<file path="src/rtl/edge_pkg.sv">
// -----------------------------------------------------------------------------
// edge_pkg
// Shared definitions for the edge window counter: the measurement FSM state
// encoding and the default values of the block parameters.
// -----------------------------------------------------------------------------
package edge_pkg;

  // Measurement FSM states.
  typedef enum logic [1:0] {
    ST_IDLE    = 2'd0,
    ST_MEASURE = 2'd1,
    ST_REPORT  = 2'd2
  } state_e;

  // Default parameter values.
  localparam int unsigned DEF_SYNC_STAGES = 2;
  localparam int unsigned DEF_CNT_W       = 8;
  localparam int unsigned DEF_WIN_W       = 16;

endpackage : edge_pkg

</file>
<file path="src/rtl/edge_sync_detect.sv">
// -----------------------------------------------------------------------------
// edge_sync_detect
// Brings an asynchronous level into the clk domain through a flop chain and
// produces registered single-cycle rise/fall pulses.
//
// A level first sampled at edge N is synchronised after edge N+1, compared
// against the previous synchronised value, and the resulting pulse is visible
// in the cycle after edge N+2 (for SYNC_STAGES = 2).
//
// Ports
//   clk     in   clock
//   reset   in   asynchronous active-low reset
//   sig_i   in   asynchronous monitored level
//   rise_o  out  one-cycle pulse on a 0->1 synchronised transition
//   fall_o  out  one-cycle pulse on a 1->0 synchronised transition
// -----------------------------------------------------------------------------
module edge_sync_detect #(
  parameter int unsigned SYNC_STAGES = 2  // must be >= 2
) (
  input  logic clk,
  input  logic reset,
  input  logic sig_i,
  output logic rise_o,
  output logic fall_o
);

  logic [SYNC_STAGES-1:0] sync_q;
  logic                   prev_q;
  logic                   rise_q;
  logic                   fall_q;
  logic                   synced;

  assign synced = sync_q[SYNC_STAGES-1];

  // NOTE: every flop here, including the synchroniser chain, is cleared by
  // the asynchronous reset so that a level already high when reset releases
  // is seen as exactly one rise.
  always_ff @(posedge clk or negedge reset) begin
    if (!reset) begin
      sync_q <= '0;
      prev_q <= 1'b0;
      rise_q <= 1'b0;
      fall_q <= 1'b0;
    end else begin
      sync_q <= {sync_q[SYNC_STAGES-2:0], sig_i};
      prev_q <= synced;
      rise_q <= synced & ~prev_q;
      fall_q <= ~synced & prev_q;
    end
  end

  assign rise_o = rise_q;
  assign fall_o = fall_q;

endmodule : edge_sync_detect

</file>
<file path="src/rtl/edge_window_counter.sv">
// -----------------------------------------------------------------------------
// edge_window_counter
// Counts rising and falling edges of an asynchronous signal over a window of
// window_len clock cycles, then presents the saturating counts on a
// valid/ready interface. A new window may be started on the result handshake
// without passing through IDLE.
//
// Ports
//   clk          in   clock, all state on the rising edge
//   reset        in   asynchronous active-low reset
//   sig_in       in   asynchronous monitored signal
//   window_len   in   window length in cycles, sampled when start is accepted
//   start        in   request to begin a window (ignored if window_len == 0)
//   busy         out  high while measuring or holding an unaccepted result
//   count_valid  out  result available
//   count_ready  in   consumer accepts the result
//   pos_count    out  rising edges seen in the last window (saturating)
//   neg_count    out  falling edges seen in the last window (saturating)
//   overflow     out  a counter tried to pass its maximum in the last window
// -----------------------------------------------------------------------------
module edge_window_counter
  import edge_pkg::*;
#(
  parameter int unsigned SYNC_STAGES = DEF_SYNC_STAGES,
  parameter int unsigned CNT_W       = DEF_CNT_W,
  parameter int unsigned WIN_W       = DEF_WIN_W
) (
  input  logic             clk,
  input  logic             reset,
  input  logic             sig_in,
  input  logic [WIN_W-1:0] window_len,
  input  logic             start,
  output logic             busy,
  output logic             count_valid,
  input  logic             count_ready,
  output logic [CNT_W-1:0] pos_count,
  output logic [CNT_W-1:0] neg_count,
  output logic             overflow
);

  localparam logic [CNT_W-1:0] CNT_MAX = '1;

  state_e           state_q;
  logic [WIN_W-1:0] win_q;
  logic [CNT_W-1:0] pos_q;
  logic [CNT_W-1:0] neg_q;
  logic             ovf_q;
  logic             busy_q;
  logic             valid_q;

  logic rise;
  logic fall;
  logic start_ok;

  edge_sync_detect #(
    .SYNC_STAGES(SYNC_STAGES)
  ) u_sync_detect (
    .clk   (clk),
    .reset (reset),
    .sig_i (sig_in),
    .rise_o(rise),
    .fall_o(fall)
  );

  // A zero-length window is not a window: such a start request is dropped.
  assign start_ok = start && (window_len != '0);

  // NOTE: all state below is updated with non-blocking assignments so every
  // register sees the pre-edge value of every other register.
  always_ff @(posedge clk or negedge reset) begin
    if (!reset) begin
      state_q <= ST_IDLE;
      win_q   <= '0;
      pos_q   <= '0;
      neg_q   <= '0;
      ovf_q   <= 1'b0;
      busy_q  <= 1'b0;
      valid_q <= 1'b0;
    end else begin
      unique case (state_q)
        ST_IDLE: begin
          if (start_ok) begin
            pos_q   <= '0;
            neg_q   <= '0;
            ovf_q   <= 1'b0;
            win_q   <= window_len;
            busy_q  <= 1'b1;
            state_q <= ST_MEASURE;
          end
        end

        ST_MEASURE: begin
          // Saturate rather than wrap; remember that information was lost.
          if (rise) begin
            if (pos_q == CNT_MAX) ovf_q <= 1'b1;
            else                  pos_q <= pos_q + CNT_W'(1);
          end
          if (fall) begin
            if (neg_q == CNT_MAX) ovf_q <= 1'b1;
            else                  neg_q <= neg_q + CNT_W'(1);
          end
          win_q <= win_q - WIN_W'(1);
          // win_q == 1 marks the last measuring cycle; its edges are counted
          // above on this same clock edge.
          if (win_q == WIN_W'(1)) begin
            valid_q <= 1'b1;
            state_q <= ST_REPORT;
          end
        end

        ST_REPORT: begin
          if (count_ready) begin
            valid_q <= 1'b0;
            if (start_ok) begin
              // Back-to-back window: skip IDLE entirely.
              pos_q   <= '0;
              neg_q   <= '0;
              ovf_q   <= 1'b0;
              win_q   <= window_len;
              state_q <= ST_MEASURE;
            end else begin
              busy_q  <= 1'b0;
              state_q <= ST_IDLE;
            end
          end
        end

        default: begin
          busy_q  <= 1'b0;
          valid_q <= 1'b0;
          state_q <= ST_IDLE;
        end
      endcase
    end
  end

  assign busy        = busy_q;
  assign count_valid = valid_q;
  assign pos_count   = pos_q;
  assign neg_count   = neg_q;
  assign overflow    = ovf_q;

endmodule : edge_window_counter

</file>
<file path="config.mk">
export PLATFORM = sky130hd
export DESIGN_NAME = edge_window_counter
export DESIGN_NICKNAME = d
export VERILOG_FILES = /design/src/rtl/edge_pkg.sv /design/src/rtl/edge_sync_detect.sv /design/src/rtl/edge_window_counter.sv
export SDC_FILE = /design/constraint.sdc
export NUM_CORES = 1
export LEC_CHECK = 0
export ABC_CLOCK_PERIOD_IN_PS = 5800
export CAP_MARGIN = 20
export CORE_MARGIN = 2
export CORE_UTILIZATION = 57
export DETAILED_ROUTE_END_ITERATION = 8
export PLACE_DENSITY_LB_ADDON = 0.08
export SLEW_MARGIN = 20
export SYNTH_ARGS = -nofsm -noshare
export SYNTH_HDL_FRONTEND = slang
export SYNTH_HIERARCHICAL = 1
export SYNTH_SLANG_ARGS = --single-unit
</file>
<file path="constraint.sdc">
create_clock -name clk -period 5.8 [get_ports clk]
set_input_delay 0.87 -clock clk [delete_from_list [all_inputs] [get_ports clk]]
set_output_delay 0.87 -clock clk [all_outputs]
set_load 0.005 [all_outputs]
</file>
==> flow_summary.toml <==
# synthesis and place-and-route metrics
[sta]
rsz_0062_raised_after_global_routing = "no"
period_minus_slack_ns = 3.29
timing.hold.ws_ns = 0.360
final.setup.tns_ns = 0
worst_slack_ns = 2.51
hold_viol_final = 0

[synthesis]
post_synth_main_logic_family = "simple AND/OR/NAND/NOR gates"
synth_flop_count = 42
yosys.stat.seqShare_pct = 44.3
synth_warnings = 6
post_synthesis_compound_gate_area_fraction_pct = 21.6
synthesis.nets = 273
synth-adder-area-share_pct = 2.11
synth-async-reset-ratio_pct = 100
edf_count = 0

[worst_setup_path]
endpoint = "win_q[13]$_DFFE_PN0P_"
setup.worst_path.class = "primary input to register"
critical_path.reg2reg.startpoint = "state_q[1]$_DFFE_PN0P_"
startpoint_type = "primary input"
worst_path_max_delay_cell = "sky130_fd_sc_hd__o41ai_4"
timing.reg2reg.setup_slack_ns = 3.35

[routing]
drtIter0Drc = 167
detail_route.drc_violations = 0
final_antenna_net_count = 0

[place]
detailedPlace.worstSlack_ns = 2.06
buffer_ports.inserted = 39
gp_routability_congestion = 0.836
place_inst = 325
place.detailed.hpwl_um = 3920

[run_status]
outcome = "complete, no violations"

[floorplan]
design.portCount = 40
chipArea_sq_um = 4700

[finish]
antenna_cells_inserted = 0
nonClockBufferCount = 40
sequential_portion_of_the_cell_area_pct = 36.4
num-nonclk-inverters = 10
flop_area_sq_um = 1050
max_flop_register = "win_q"
post_route_cells_drive_above_1_share_pct = 6.01
number_of_nets_in_the_layout = 307

[global_route]
grt_start_max_net_pins = 43
grt_first_pass_wirelength_um = 9230
grt_overflow_total = 0

[flow_run]
drv_cap = 0

[cts]
holdBufCountCts = 0
htree_levels = 2
numCtsBuffers = 5
cts-resized-gates = 0

[min_path]
timing.hold.worst.start = "u_sync_detect/sync_q[0]$_DFF_PN0_"
holdPathStages = 0
-- placed cells by master, fill, tap and decap left out, drive strengths merged, types with 4 or more instances in the layout --
master,Yosys,layout
a21oi,12,12
dfrtp,42,42
a221oi,5,5
or4,10,10
nor2,18,18
nor4,11,11
xor2,6,6
o211ai,5,5
clkbuf,7,6
or3,6,6
and3,4,4
o21ai,14,14
a221o,4,4
o31ai,4,4
clkdlybuf4s50,0,38
nand2,9,9
a211oi,10,10
nand3,7,7
ha,4,4
nor3,11,11
xnor2,7,7
inv,10,10
-- per-layer routing --
metal,track usage [%],vias up,wire length (um)
met5,0,-,0
met4,9.25,0,73
met3,5.19,11,352
met2,45.2,93,2780
met1,34.6,1034,2410
li1,-,1021,-
-- report_power, final --
group | switching [uW] | internal (uW)
Combinational | 148 | 182
Sequential | 120 | 378
Clock | 105 | 129
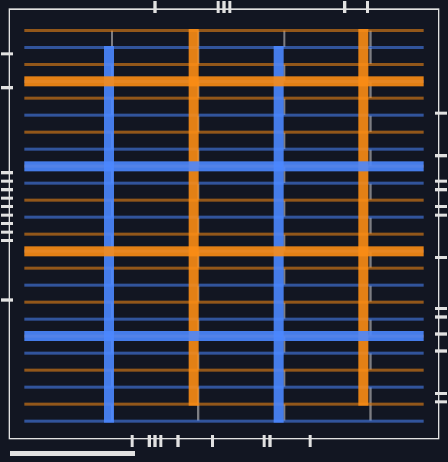
(supply network)
Bar = 20 um. Pins as bars on the die edge. Tap cells in grey.
colour	net
orange	VDD
blue	VSS
rows	23
met5 straps	4
vertical die size: 68.5 um
floorplan core area: 4000 sq um
Die Width: 68.5 um
maximum vdd ir drop: 0.000256 V

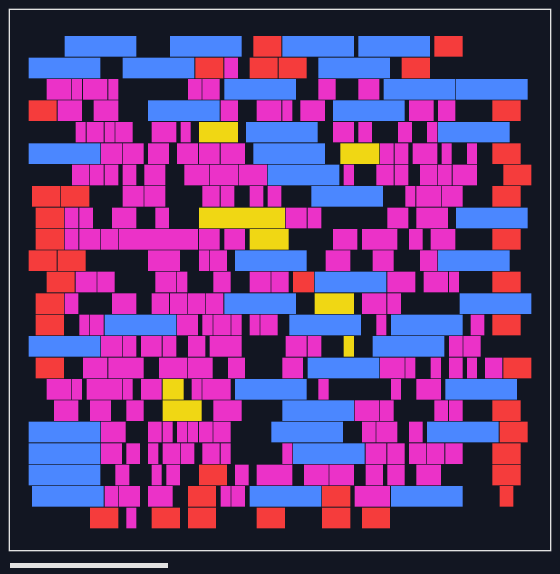
(placed cells, one colour a class)
Bar = 20 um.
colour	class	cells
red	remaining buffers and delay cells	40
blue	registers	42
magenta	remaining logic cells	193
yellow	clock drivers and dummy loads	8
cell row count: 23
fraction of the core area covered by cells at the end of the flow: 72.2%

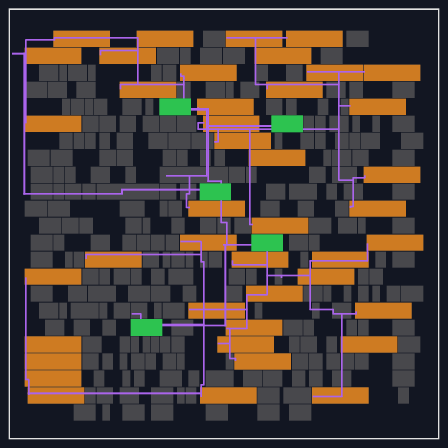
(clock network drawn from the DEF)
[orange] flip-flops | count: 42
[green] clock-net drivers | count: 5
[purple] clock wires | length: 539 um
flops lie	all over the die
clock latency on the worst-skew pair: 0.30 ns
power in the clock group: 234 uW
Max Clock Skew: 0.00590 ns

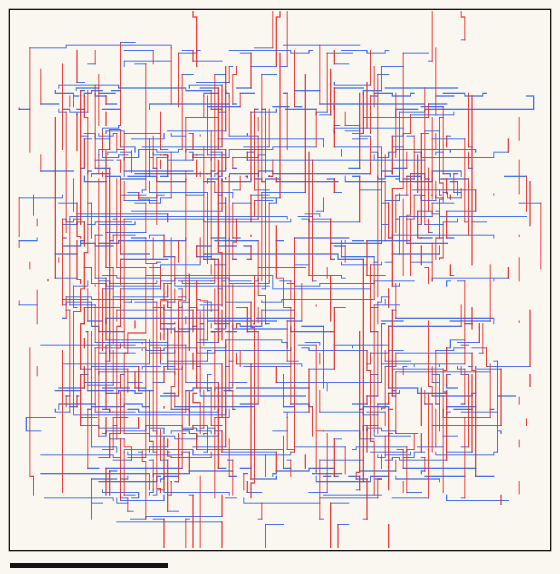
(metal layers overlaid)
Bar = 20 um. Only two layers are drawn.
colour	layer	wire length
red	M2	2780 um
blue	M1	2410 um
via count: 2159
wire length reported by the detailed router: 5620 um
GRT Resource Usage Total: 26.9%
routed length per instance: 16.9 um

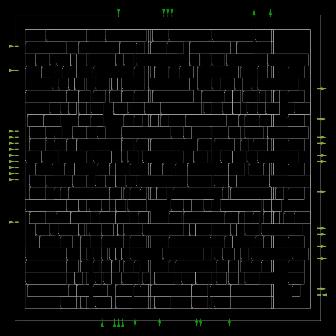
(cell outlines without signal wires)
fin cells: 333
fillers: 322
number of well taps: 50
sequential cell count: 42

Power is estimated from default activity; no workload was simulated.
